==> src/rtl/huff_bit_chunker_pkg.sv <==
`default_nettype none
// ============================================================================
//  Module      : huff_bit_chunker_pkg
//  Description : Widths, FSM encoding and chunk-slicing helpers that the
//                chunker and the Huffman decode buffer both use.
//  Revision    : 1.0 - initial release
// ============================================================================
package huff_bit_chunker_pkg;

    localparam int WORD_W  = 8;
    localparam int CHUNK_W = 4;
    localparam int LEN_W   = 3;
    localparam int CNT_W   = 4;

    localparam logic [CNT_W-1:0] WORD_CNT  = CNT_W'(WORD_W);
    localparam logic [CNT_W-1:0] CHUNK_CNT = CNT_W'(CHUNK_W);

    typedef enum logic [1:0] {
        ST_IDLE   = 2'd0,
        ST_ACTIVE = 2'd1,
        ST_TAIL   = 2'd2
    } state_e;

    // A last word's bit count of 0, or anything above WORD_W, means a full word.
    function automatic logic [CNT_W-1:0] clamp_nbits(input logic [CNT_W-1:0] nbits);
        if (nbits == '0 || nbits > WORD_CNT) return WORD_CNT;
        return nbits;
    endfunction

    function automatic logic [LEN_W-1:0] chunk_len(input logic [CNT_W-1:0] bits_left);
        if (bits_left > CHUNK_CNT) return LEN_W'(CHUNK_W);
        return bits_left[LEN_W-1:0];
    endfunction

    // Top len bits of the left-aligned word, right-aligned; len=0 yields 0.
    function automatic logic [CHUNK_W-1:0] extract(input logic [WORD_W-1:0] word,
                                                   input logic [LEN_W-1:0]  len);
        logic [CHUNK_W-1:0] top;
        logic [LEN_W:0]     sh;
        top = word[WORD_W-1 -: CHUNK_W];
        sh  = (LEN_W+1)'(CHUNK_W) - {1'b0, len};
        return top >> sh;
    endfunction

endpackage
`default_nettype wire

==> src/rtl/huff_bit_chunker_if.sv <==
`default_nettype none
// ============================================================================
//  Module      : huff_bit_chunker_if
//  Description : Word-stream input and chunk output handshakes of the chunker.
//  Revision    : 1.0 - initial release
// ============================================================================
interface huff_bit_chunker_if;
    import huff_bit_chunker_pkg::*;

    logic [WORD_W-1:0]  s_data;
    logic               s_valid;
    logic               s_last;
    logic [CNT_W-1:0]   s_nbits;
    logic               s_ready;
    logic [CHUNK_W-1:0] out_bits;
    logic [LEN_W-1:0]   out_len;
    logic               out_valid;
    logic               out_ready;
    logic               out_last;
    logic               frame_done;

    modport master (
        output s_data, s_valid, s_last, s_nbits, out_ready,
        input  s_ready, out_bits, out_len, out_valid, out_last, frame_done
    );

    modport slave (
        input  s_data, s_valid, s_last, s_nbits, out_ready,
        output s_ready, out_bits, out_len, out_valid, out_last, frame_done
    );

endinterface
`default_nettype wire

==> src/rtl/huff_bit_chunker.sv <==
`default_nettype none
// ============================================================================
//  Module      : huff_bit_chunker
//  Description : Slices packed MSB-first words into right-aligned chunks of up
//                to CHUNK_W bits for the Huffman decode buffer.
//  Revision    : 1.0 - initial release
// ============================================================================
module huff_bit_chunker
    import huff_bit_chunker_pkg::*;
(
    input  wire logic           clk,
    input  wire logic           reset,
    huff_bit_chunker_if.slave   bus
);

    state_e             state_q,      state_d;
    logic [WORD_W-1:0]  word_q,       word_d;
    logic [CNT_W-1:0]   bits_left_q,  bits_left_d;
    logic [CHUNK_W-1:0] out_bits_q,   out_bits_d;
    logic [LEN_W-1:0]   out_len_q,    out_len_d;
    logic               out_valid_q,  out_valid_d;
    logic               out_last_q,   out_last_d;
    logic               frame_done_q, frame_done_d;

    logic               w_consume;
    logic               w_accept;
    logic               w_s_ready;

    // s_ready sees out_ready combinationally so the final chunk of a word and
    // the next word's acceptance share one cycle.
    always_comb begin
        w_consume   = out_valid_q && bus.out_ready;
        w_s_ready   = (state_q == ST_IDLE) || (w_consume && (bits_left_q <= CHUNK_CNT));
        w_accept    = bus.s_valid && w_s_ready;

        state_d     = state_q;
        word_d      = word_q;
        bits_left_d = bits_left_q;

        if (w_consume) begin
            word_d      = word_q << out_len_q;
            bits_left_d = bits_left_q - CNT_W'(out_len_q);
            if (bits_left_d == '0) state_d = ST_IDLE;
        end

        if (w_accept) begin
            word_d      = bus.s_data;
            bits_left_d = bus.s_last ? clamp_nbits(bus.s_nbits) : WORD_CNT;
            state_d     = bus.s_last ? ST_TAIL : ST_ACTIVE;
        end

        // Outputs are precomputed from next state so they are registered.
        out_len_d    = chunk_len(bits_left_d);
        out_bits_d   = extract(word_d, out_len_d);
        out_valid_d  = (state_d != ST_IDLE);
        out_last_d   = (state_d == ST_TAIL) && (bits_left_d <= CHUNK_CNT);
        frame_done_d = w_consume && out_last_q;
    end

    always_ff @(posedge clk) begin
        if (reset) begin
            state_q      <= ST_IDLE;
            word_q       <= '0;
            bits_left_q  <= '0;
            out_bits_q   <= '0;
            out_len_q    <= '0;
            out_valid_q  <= 1'b0;
            out_last_q   <= 1'b0;
            frame_done_q <= 1'b0;
        end else begin
            state_q      <= state_d;
            word_q       <= word_d;
            bits_left_q  <= bits_left_d;
            out_bits_q   <= out_bits_d;
            out_len_q    <= out_len_d;
            out_valid_q  <= out_valid_d;
            out_last_q   <= out_last_d;
            frame_done_q <= frame_done_d;
        end
    end

    assign bus.s_ready    = w_s_ready;
    assign bus.out_bits   = out_bits_q;
    assign bus.out_len    = out_len_q;
    assign bus.out_valid  = out_valid_q;
    assign bus.out_last   = out_last_q;
    assign bus.frame_done = frame_done_q;

endmodule
`default_nettype wire

==> src/flat_wrapper.sv <==
// flat-port wrapper written by rule: the top's interface ports become plain ports
module huff_bit_chunker_flat import huff_bit_chunker_pkg::*;
  (clk, reset, bus_s_data, bus_s_valid, bus_s_last, bus_s_nbits, bus_out_ready, bus_s_ready, bus_out_bits, bus_out_len, bus_out_valid, bus_out_last, bus_frame_done);
  huff_bit_chunker_if bus_i ();
  input  wire logic clk;
  input  wire logic reset;
  input wire logic [$bits(bus_i.s_data)-1:0] bus_s_data;
  input wire logic [$bits(bus_i.s_valid)-1:0] bus_s_valid;
  input wire logic [$bits(bus_i.s_last)-1:0] bus_s_last;
  input wire logic [$bits(bus_i.s_nbits)-1:0] bus_s_nbits;
  input wire logic [$bits(bus_i.out_ready)-1:0] bus_out_ready;
  output wire logic [$bits(bus_i.s_ready)-1:0] bus_s_ready;
  output wire logic [$bits(bus_i.out_bits)-1:0] bus_out_bits;
  output wire logic [$bits(bus_i.out_len)-1:0] bus_out_len;
  output wire logic [$bits(bus_i.out_valid)-1:0] bus_out_valid;
  output wire logic [$bits(bus_i.out_last)-1:0] bus_out_last;
  output wire logic [$bits(bus_i.frame_done)-1:0] bus_frame_done;
  assign bus_i.s_data = bus_s_data;
  assign bus_i.s_valid = bus_s_valid;
  assign bus_i.s_last = bus_s_last;
  assign bus_i.s_nbits = bus_s_nbits;
  assign bus_i.out_ready = bus_out_ready;
  assign bus_s_ready = bus_i.s_ready;
  assign bus_out_bits = bus_i.out_bits;
  assign bus_out_len = bus_i.out_len;
  assign bus_out_valid = bus_i.out_valid;
  assign bus_out_last = bus_i.out_last;
  assign bus_frame_done = bus_i.frame_done;
  huff_bit_chunker u_core (.clk(clk), .reset(reset), .bus(bus_i));
endmodule
==> config.mk <==
export PLATFORM = sky130hd
export DESIGN_NAME = huff_bit_chunker_flat
export DESIGN_NICKNAME = d
export VERILOG_FILES = /design/src/rtl/huff_bit_chunker_pkg.sv /design/src/rtl/huff_bit_chunker_if.sv /design/src/rtl/huff_bit_chunker.sv /design/src/flat_wrapper.sv
export SDC_FILE = /design/constraint.sdc
export NUM_CORES = 1
export LEC_CHECK = 0
export CAP_MARGIN = 25
export CELL_PAD_IN_SITES_DETAIL_PLACEMENT = 1
export CELL_PAD_IN_SITES_GLOBAL_PLACEMENT = 2
export CORE_MARGIN = 2
export CORE_UTILIZATION = 30
export CTS_CLUSTER_DIAMETER = 150
export DETAILED_ROUTE_END_ITERATION = 12
export MAX_ROUTING_LAYER = met4
export PLACE_DENSITY = 0.84
export SLEW_MARGIN = 20
export SYNTH_ARGS = -nofsm -noshare
export SYNTH_HDL_FRONTEND = slang
export SYNTH_SLANG_ARGS = --single-unit
==> constraint.sdc <==
create_clock -name clk -period 4.14 [get_ports clk]
set_input_delay 0.414 -clock clk [delete_from_list [all_inputs] [get_ports clk]]
set_output_delay 0.414 -clock clk [all_outputs]
set_load 0.1 [all_outputs]
Figure 1. Ports around the boundary (run 1).
Pins as bars across the die edge, other pins in grey.
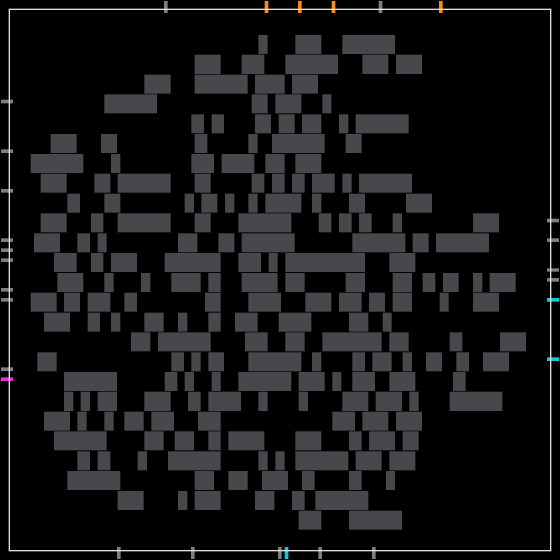
port	colour	pins	direction	edge
bus_s_ready	magenta	1	output	left
bus_out_len	cyan	3	output	2 right, 1 bottom
bus_out_bits	orange	4	output	top
all pins by edge	10 left, 6 top, 6 right, 6 bottom
Die Span Y: 74.1 µm
IO Port Bufs: 27
Die Width: 74.1 µm

Figure 2. Where the registers sit (run 1).
Bar = 20 µm. Other sequential cells in the stronger grey, the rest of the logic in the fainter grey.
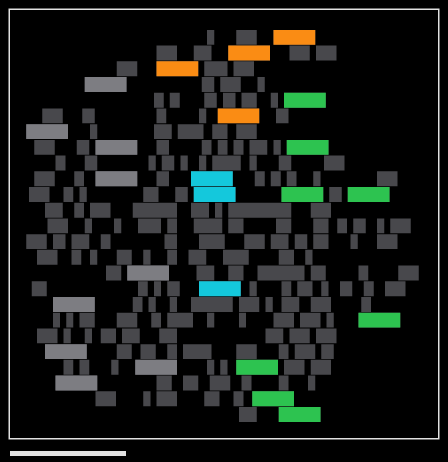
name in the netlist	colour	flops
u_core.word_q	green	8
u_core.bus.out_bits	orange	4
u_core.bus.out_len	cyan	3
not coloured	9

Figure 3. Wiring by layer (run 1).
Two of the layers only.
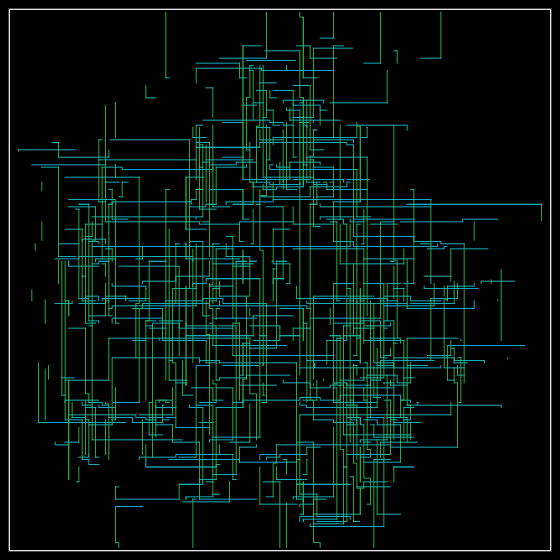
layer	colour	wire length
metal 1	cyan	1940 µm
metal 2	green	2280 µm

==> results.sh, run 1 <==
# physical design summary
export IMPL_holdPathEnd="u_core.bus.frame_done$_SDFF_PP0_"
export IMPL_routed_wl_met3_um=179
export IMPL_intPower_uw=508
export IMPL_p_sw_frac=0.404
export IMPL_ys_area_mm2=0.00147
export IMPL_floorplan_nets=197
export IMPL_dominant_cells="multi-input combinational cells"
export IMPL_buffers_excl_clock=32
export IMPL_power_top_group="combinational logic"
export IMPL_totalPowerFinal_uw=852
export IMPL_reg2reg_to="u_core.bus.out_bits[0]$_SDFF_PP0_"
export IMPL_grtUsageMet3=0.0257
export IMPL_worst_setup_path_type="flip-flop to flip-flop"
export IMPL_cts_tree="built"
export IMPL_clk_power_uw=217
export IMPL_via_per_inst=5.33
export IMPL_top_usage_layer="met2"
export IMPL_critPathCaptureType="flip-flop"
export IMPL_fp_util=0.312
export IMPL_flop_area_um2=480
export IMPL_synth_area_per_cell_um2=8.42
export IMPL_wl_um=4470
export IMPL_num_tap_cells=67
export IMPL_nClkBuffers=3
export IMPL_clk_pin_slew_ps=90
export IMPL_largest_register="u_core.word_q"
export IMPL_clkPwrFrac=0.255
export IMPL_top_cells_by_count="24 x dfxtp_1, 20 x nor2_1, 12 x nand2_1"
export IMPL_seq_power_uw=284
export IMPL_dp_hpwl_um=3420
export IMPL_grt_util_met1=0.226
export IMPL_holdWs_ps=504
export IMPL_critPathArrivalTime_ps=3610
export IMPL_post_route_cell_area_mm2=0.00187
export IMPL_flops=24
export IMPL_synthMostInstantiatedCell="dfxtp_1"
export IMPL_async_flop_share=0
export IMPL_holdBufCountCts=0
export IMPL_final_cell_mix="26 x clkdlybuf4s50_1, 24 x dfxtp_1, 20 x nor2_1"
export IMPL_cp_common_cell="ha_1"
export IMPL_nNonClkInverters=6
export IMPL_drt_met1_wl_um=1940
export IMPL_comb_share=0.485
export IMPL_flop_cell="dfxtp_1"
export IMPL_topCombFamilyByArea="simple AND/OR/NAND/NOR gates"
export IMPL_cts_made_buffers=3
export IMPL_syn2layout_area_growth_pct=26.9
export IMPL_p_comb_frac=0.412
export IMPL_worst_path_buf_inv=1
export IMPL_grt_overflow_total=0
export IMPL_lay_top_count="clkdlybuf4s50_1"
export IMPL_finalSetupViolCount=0
export IMPL_cts_setup_buffers=0
export IMPL_rsz0062_at_grt="false"
export IMPL_routedWlPerCell_um=16.7
export IMPL_htreeDepth=1
export IMPL_fin_ws_ps=716
export IMPL_grt_max_degree=16
export IMPL_clock_area_frac=0.0381
export IMPL_outcome="finished clean"
export IMPL_mux_share=0.0917
export IMPL_fillers=563
export IMPL_irDropWorstVdd_uv=155
export IMPL_grtUsageTotal=0.185
==> run 2, diff against run 1 <==
clock period = 3.2 ns   (was 4.14 ns; I/O delays follow)
Figure 4. Clock nets (run 2).
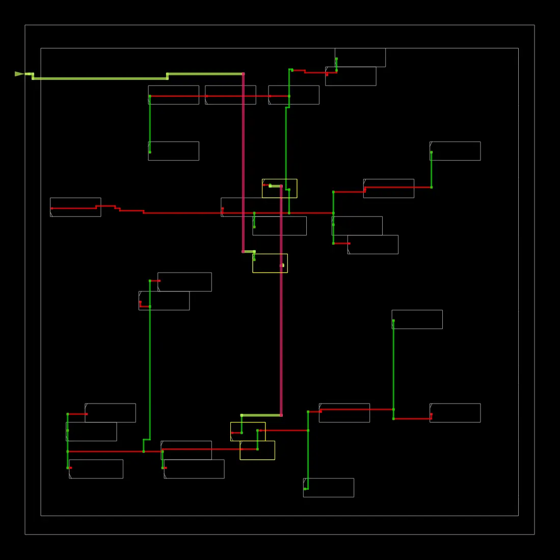
P_clk: 214 µW
clock buffer count: 4
skew final: 5.76 ps
flop count: 24

==> run 2 against run 1 <==
Compared with the run above:
- die size stayed put
- core utilization increased by 1.2 points
- area after synthesis is the same
- final area is 3.0% higher
- hold slack better by 35 ps
- sequential power increased by 31%
- critical path depth increased by 1
- via count rose by 2.4%
- first-iteration DRC count rose by 23%
- final cell count up 1.5%
- clock power hardly changed
- synthesized cell count did not move
==> results.sh, run 2 <==
# physical design summary
export IMPL_outcome="finished clean"
export IMPL_critPathArrivalTime_ps=3160
export IMPL_routed_wl_met3_um=141
export IMPL_critical_path_top_delay_family="adder cells"
export IMPL_post_route_min_period_ps=2960
export IMPL_clock_area_frac=0.0286
export IMPL_mux_share=0.0917
export IMPL_fmax_mhz=338
export IMPL_synth_cell_types=47
export IMPL_floorplan_nets=197
export IMPL_holdPathStages=1
export IMPL_diodes=0
export IMPL_drt_met1_wl_um=1960
export IMPL_crit_path_top_delay_cell="fa_1"
export IMPL_num_io_pins=28
export IMPL_top_cells_by_area="dfxtp_1 33%, mux2i_1 6.1%, nor2_1 5.1%"
export IMPL_drv_slew=0
export IMPL_reg2reg_to="u_core.bus.out_bits[0]$_SDFF_PP0_"
export IMPL_final_comb_area_um2=941
export IMPL_worst_setup_path_type="flip-flop to flip-flop"
export IMPL_post_route_cell_area_mm2=0.00193
export IMPL_fp_util=0.312
export IMPL_holdWs_ps=539
export IMPL_ys_area_mm2=0.00147
export IMPL_cts_made_buffers=3
export IMPL_grtUsageMet3=0.0230
export IMPL_core_mm2=0.00472
export IMPL_die_h_um=74.1
export IMPL_required_ps=3390
export IMPL_p_sw_frac=0.416
export IMPL_max_slew_margin_rel=0.349
export IMPL_top_layer_used="met4"
export IMPL_async_flop_share=0
export IMPL_largest_register="u_core.word_q"
export IMPL_crit_chain="inv_1 > ha_1 > fa_1 > xnor2_1 > mux2_2 > nor4_4 > or2_4 > nand2_1 > ha_4 > inv_1 > o311a_1 > mux2_1 > nor4_2"
export IMPL_dp_hpwl_um=3420
export IMPL_yosys_cells=175
export IMPL_hp_class="flip-flop to flip-flop"
export IMPL_comb_share=0.488
export IMPL_fin_ws_ps=237
export IMPL_cts_tree="built"
export IMPL_synth_top_cell_by_area="dfxtp_1"
export IMPL_synth_area_per_cell_um2=8.42
export IMPL_wl_um=4470
export IMPL_worst_path_buf_inv=2
export IMPL_cp_common_cell="inv_1"
export IMPL_clk_pin_slew_ps=90
export IMPL_grtUsageTotal=0.184
export IMPL_holdPathEnd="u_core.bus.frame_done$_SDFF_PP0_"
export IMPL_dieArea_mm2=0.00549
export IMPL_synthAdderAreaFrac=0.0475
export IMPL_tns_ps=0
export IMPL_ctsResizeCount=0
export IMPL_syn_area_mm2=0.00147
export IMPL_power_frac_seq=0.350
export IMPL_remaining_drc_errors=0
export IMPL_syn_inst=175
export IMPL_p_comb_frac=0.449
export IMPL_syn2layout_area_growth_pct=30.7
export IMPL_irDropWorstVdd_uv=228
export IMPL_grt_max_degree=17
export IMPL_cp_depth=13
export IMPL_grt_util_met1=0.223
export IMPL_crit_end="u_core.bus.out_bits[0]$_SDFF_PP0_"
export IMPL_cts_setup_buffers=0
export IMPL_ys_sh_simple=0.247
export IMPL_io_buffers=27
export IMPL_clock_sinks=24
export IMPL_place_ws_ps=12.7
export IMPL_finalSetupViolCount=0
export IMPL_yosysSeqAreaShare=0.326
export IMPL_grt_overflow_total=0
export IMPL_hold_start="u_core.bus.out_last$_SDFF_PP0_"
export IMPL_bufAreaShareNonClock=0.173
export IMPL_first_pass_iters=4
export IMPL_r2r_setup_slack_ps=240
export IMPL_htreeDepth=1
export IMPL_post_route_period_util=0.926
export IMPL_clkPwrFrac=0.201
export IMPL_routedWlPerCell_um=16.4
export IMPL_fillers=573
export IMPL_via_per_inst=5.38
export IMPL_timing_worst_slew_pin_value_ps=973
export IMPL_rsz0062_at_grt="false"
export IMPL_synth_edff_count=0
export IMPL_holdBufCountCts=0
export IMPL_topCombFamilyByArea="simple AND/OR/NAND/NOR gates"
export IMPL_dominant_cells="multi-input combinational cells"
export IMPL_intPower_uw=621
export IMPL_totalPowerFinal_mw=1.06
export IMPL_power_top_group="combinational logic"
export IMPL_final_nets=228
export IMPL_route_met2_wl_um=2290
export IMPL_num_tap_cells=67
export IMPL_maxCapViolations=0
export IMPL_top_cells_by_count="24 x dfxtp_1, 20 x nor2_1, 12 x nand2_1"
export IMPL_timing_rr_start="u_core.bits_left_q[0]$_SDFF_PP0_"
export IMPL_synthMostInstantiatedCell="dfxtp_1"
export IMPL_rows=25
export IMPL_crit_path_max_fanout=7
export IMPL_nNonClkInverters=6
export IMPL_ys_warn_count=0
export IMPL_xor_area_frac=0.00594
export IMPL_lay_top_count="clkdlybuf4s50_1"
export IMPL_final_cell_mix="25 x clkdlybuf4s50_1, 20 x nor2_1, 19 x dfxtp_1"
export IMPL_grt_use_met2=0.314
export IMPL_p_comb_uw=477
export IMPL_ys_sh_aoi=0.223
export IMPL_die_w_um=74.1
export IMPL_crit_start="u_core.bits_left_q[0]$_SDFF_PP0_"
export IMPL_grt_pass1_wl_um=7580
export IMPL_hold_viol=0
export IMPL_yosysTopAreaCellShare=0.326
export IMPL_rr_worst_depth=13
export IMPL_buffers_excl_clock=36
export IMPL_ant_nets=0
export IMPL_critPathCaptureType="flip-flop"
export IMPL_flop_cell="dfxtp_1"
export IMPL_layout_cells_non_filler=272
export IMPL_grt_pass1_vias=1571
export IMPL_top_usage_layer="met2"
export IMPL_cts_root_buf="clkbuf_8"
Figure 5. Where the registers sit (run 2).
Bar = 20 µm. Other sequential cells in the stronger grey, the rest of the logic in the fainter grey.
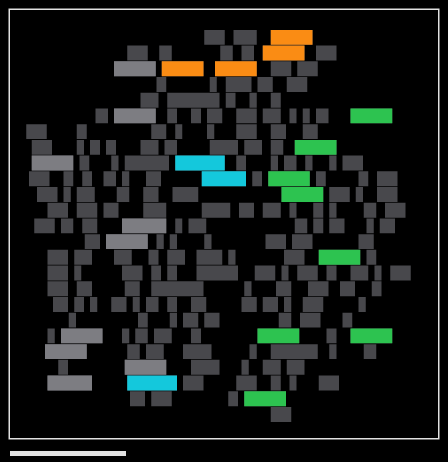
name in the netlist	colour	flops
u_core.bus.out_bits	orange	4
u_core.bus.out_len	cyan	3
u_core.word_q	green	8
not coloured	9
P_seq: 372 µW
Core Util, Final: 0.408
sequential share of cell area: 0.255
sequential standard cell area: 492 µm²

==> run 3, diff against run 2 <==
ABC_AREA = 0   (was not set)
SKIP_LAST_GASP = 1   (was not set)
Figure 6. Where the registers sit (run 3).
Bar = 20 µm. Other sequential cells in the stronger grey, the rest of the logic in the fainter grey.
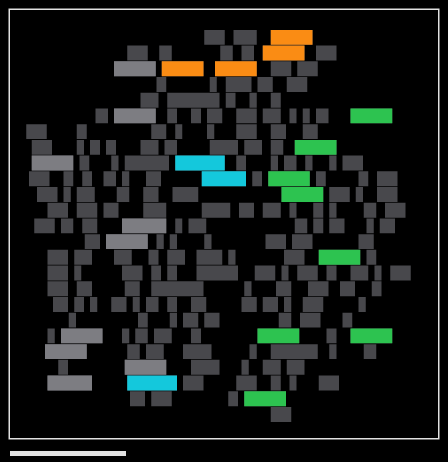

==> run 3 against run 2 <==
Compared with the run above:
- total power is the same
- combinational power hardly changed
- die size unchanged
- hold slack did not move
- non-clock buffer count is the same
- synthesized cell count stayed put
- critical path type unchanged
- largest cell class unchanged
==> results.sh, run 3 <==
# physical design summary
export IMPL_outcome="finished clean"
export IMPL_cts_tree="built"
export IMPL_fp_util=0.312
export IMPL_routedWlPerCell_um=16.4
export IMPL_final_cell_mix="25 x clkdlybuf4s50_1, 20 x nor2_1, 19 x dfxtp_1"
export IMPL_worst_path_buf_inv=2
export IMPL_rr_worst_depth=13
export IMPL_p_sw_frac=0.416
export IMPL_async_flop_share=0
export IMPL_finalClockSkew_ps=5.76
export IMPL_hold_viol=0
export IMPL_reg2reg_to="u_core.bus.out_bits[0]$_SDFF_PP0_"
export IMPL_place_ws_ps=12.7
export IMPL_critPathCaptureType="flip-flop"
export IMPL_flop_area_um2=492
export IMPL_top_cells_by_count="24 x dfxtp_1, 20 x nor2_1, 12 x nand2_1"
export IMPL_flop_cell="dfxtp_1"
export IMPL_top_cells_by_area="dfxtp_1 33%, mux2i_1 6.1%, nor2_1 5.1%"
export IMPL_die_h_um=74.1
export IMPL_fmax_mhz=338
export IMPL_final_core_util=0.408
export IMPL_num_tap_cells=67
export IMPL_crit_chain="inv_1 > ha_1 > fa_1 > xnor2_1 > mux2_2 > nor4_4 > or2_4 > nand2_1 > ha_4 > inv_1 > o311a_1 > mux2_1 > nor4_2"
export IMPL_mux_share=0.0917
export IMPL_grt_util_met1=0.223
export IMPL_timing_rr_start="u_core.bits_left_q[0]$_SDFF_PP0_"
export IMPL_max_slew_margin_rel=0.349
export IMPL_layout_cells_non_filler=272
export IMPL_maxCapViolations=0
export IMPL_route_met2_wl_um=2290
export IMPL_synth_cell_types=47
export IMPL_nNonClkInverters=6
export IMPL_syn_area_mm2=0.00147
export IMPL_routed_wl_met3_um=141
export IMPL_num_io_pins=28
export IMPL_power_frac_seq=0.350
export IMPL_top_layer_used="met4"
export IMPL_dieArea_mm2=0.00549
export IMPL_post_route_cell_area_mm2=0.00193
export IMPL_hp_class="flip-flop to flip-flop"
export IMPL_totalPowerFinal_mw=1.06
export IMPL_die_w_um=74.1
export IMPL_drv_slew=0
export IMPL_xor_area_frac=0.00594
export IMPL_ys_sh_simple=0.247
export IMPL_cp_depth=13
export IMPL_synthAdderAreaFrac=0.0475
export IMPL_grt_use_met2=0.314
export IMPL_clk_power_uw=214
export IMPL_clock_area_frac=0.0286
export IMPL_remaining_drc_errors=0
export IMPL_critical_path_top_delay_family="adder cells"
export IMPL_syn_inst=175
export IMPL_holdPathStages=1
export IMPL_intPower_uw=621
export IMPL_synth_top_cell_by_area="dfxtp_1"
export IMPL_holdBufCountCts=0
export IMPL_final_comb_area_um2=941
export IMPL_hold_start="u_core.bus.out_last$_SDFF_PP0_"
export IMPL_nClkBuffers=4
export IMPL_p_comb_frac=0.449
export IMPL_buffers_excl_clock=36
export IMPL_grtUsageTotal=0.184
export IMPL_first_pass_iters=4
export IMPL_clkPwrFrac=0.201
export IMPL_wl_um=4470
export IMPL_rsz0062_at_grt="false"
export IMPL_core_mm2=0.00472
export IMPL_cts_setup_buffers=0
export IMPL_seq_power_uw=372
export IMPL_fin_ws_ps=237
export IMPL_post_route_period_util=0.926
export IMPL_comb_share=0.488
export IMPL_r2r_setup_slack_ps=240
export IMPL_ys_area_mm2=0.00147
export IMPL_crit_end="u_core.bus.out_bits[0]$_SDFF_PP0_"
export IMPL_p_comb_uw=477
export IMPL_grt_max_degree=17
export IMPL_worst_setup_path_type="flip-flop to flip-flop"
export IMPL_largest_register="u_core.word_q"
export IMPL_synth_area_per_cell_um2=8.42
export IMPL_topCombFamilyByArea="simple AND/OR/NAND/NOR gates"
export IMPL_grt_overflow_total=0
export IMPL_final_nets=228
export IMPL_finalSetupViolCount=0
export IMPL_yosysSeqAreaShare=0.326
export IMPL_bufAreaShareNonClock=0.173
export IMPL_dominant_cells="multi-input combinational cells"
export IMPL_top_usage_layer="met2"
export IMPL_lay_top_count="clkdlybuf4s50_1"
export IMPL_timing_worst_slew_pin_value_ps=973
export IMPL_ctsResizeCount=0
export IMPL_crit_path_top_delay_cell="fa_1"
Figure 7. Clock nets (run 3).
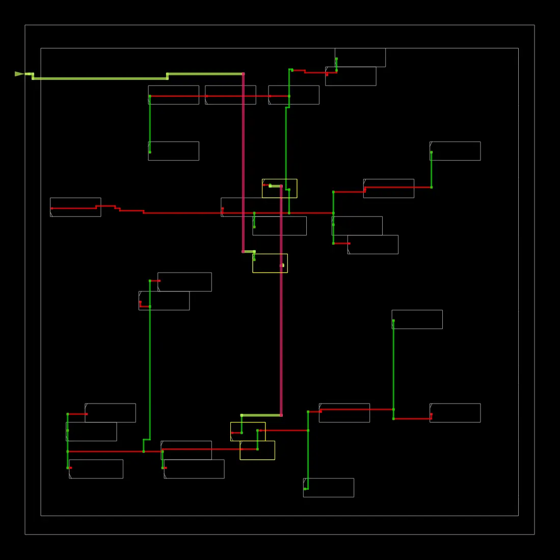
Clock Sinks: 24
clk ins delay skew pair: 270 ps
CTS buffer count: 3

No activity file was given, so power comes from the tool's default toggle rates.
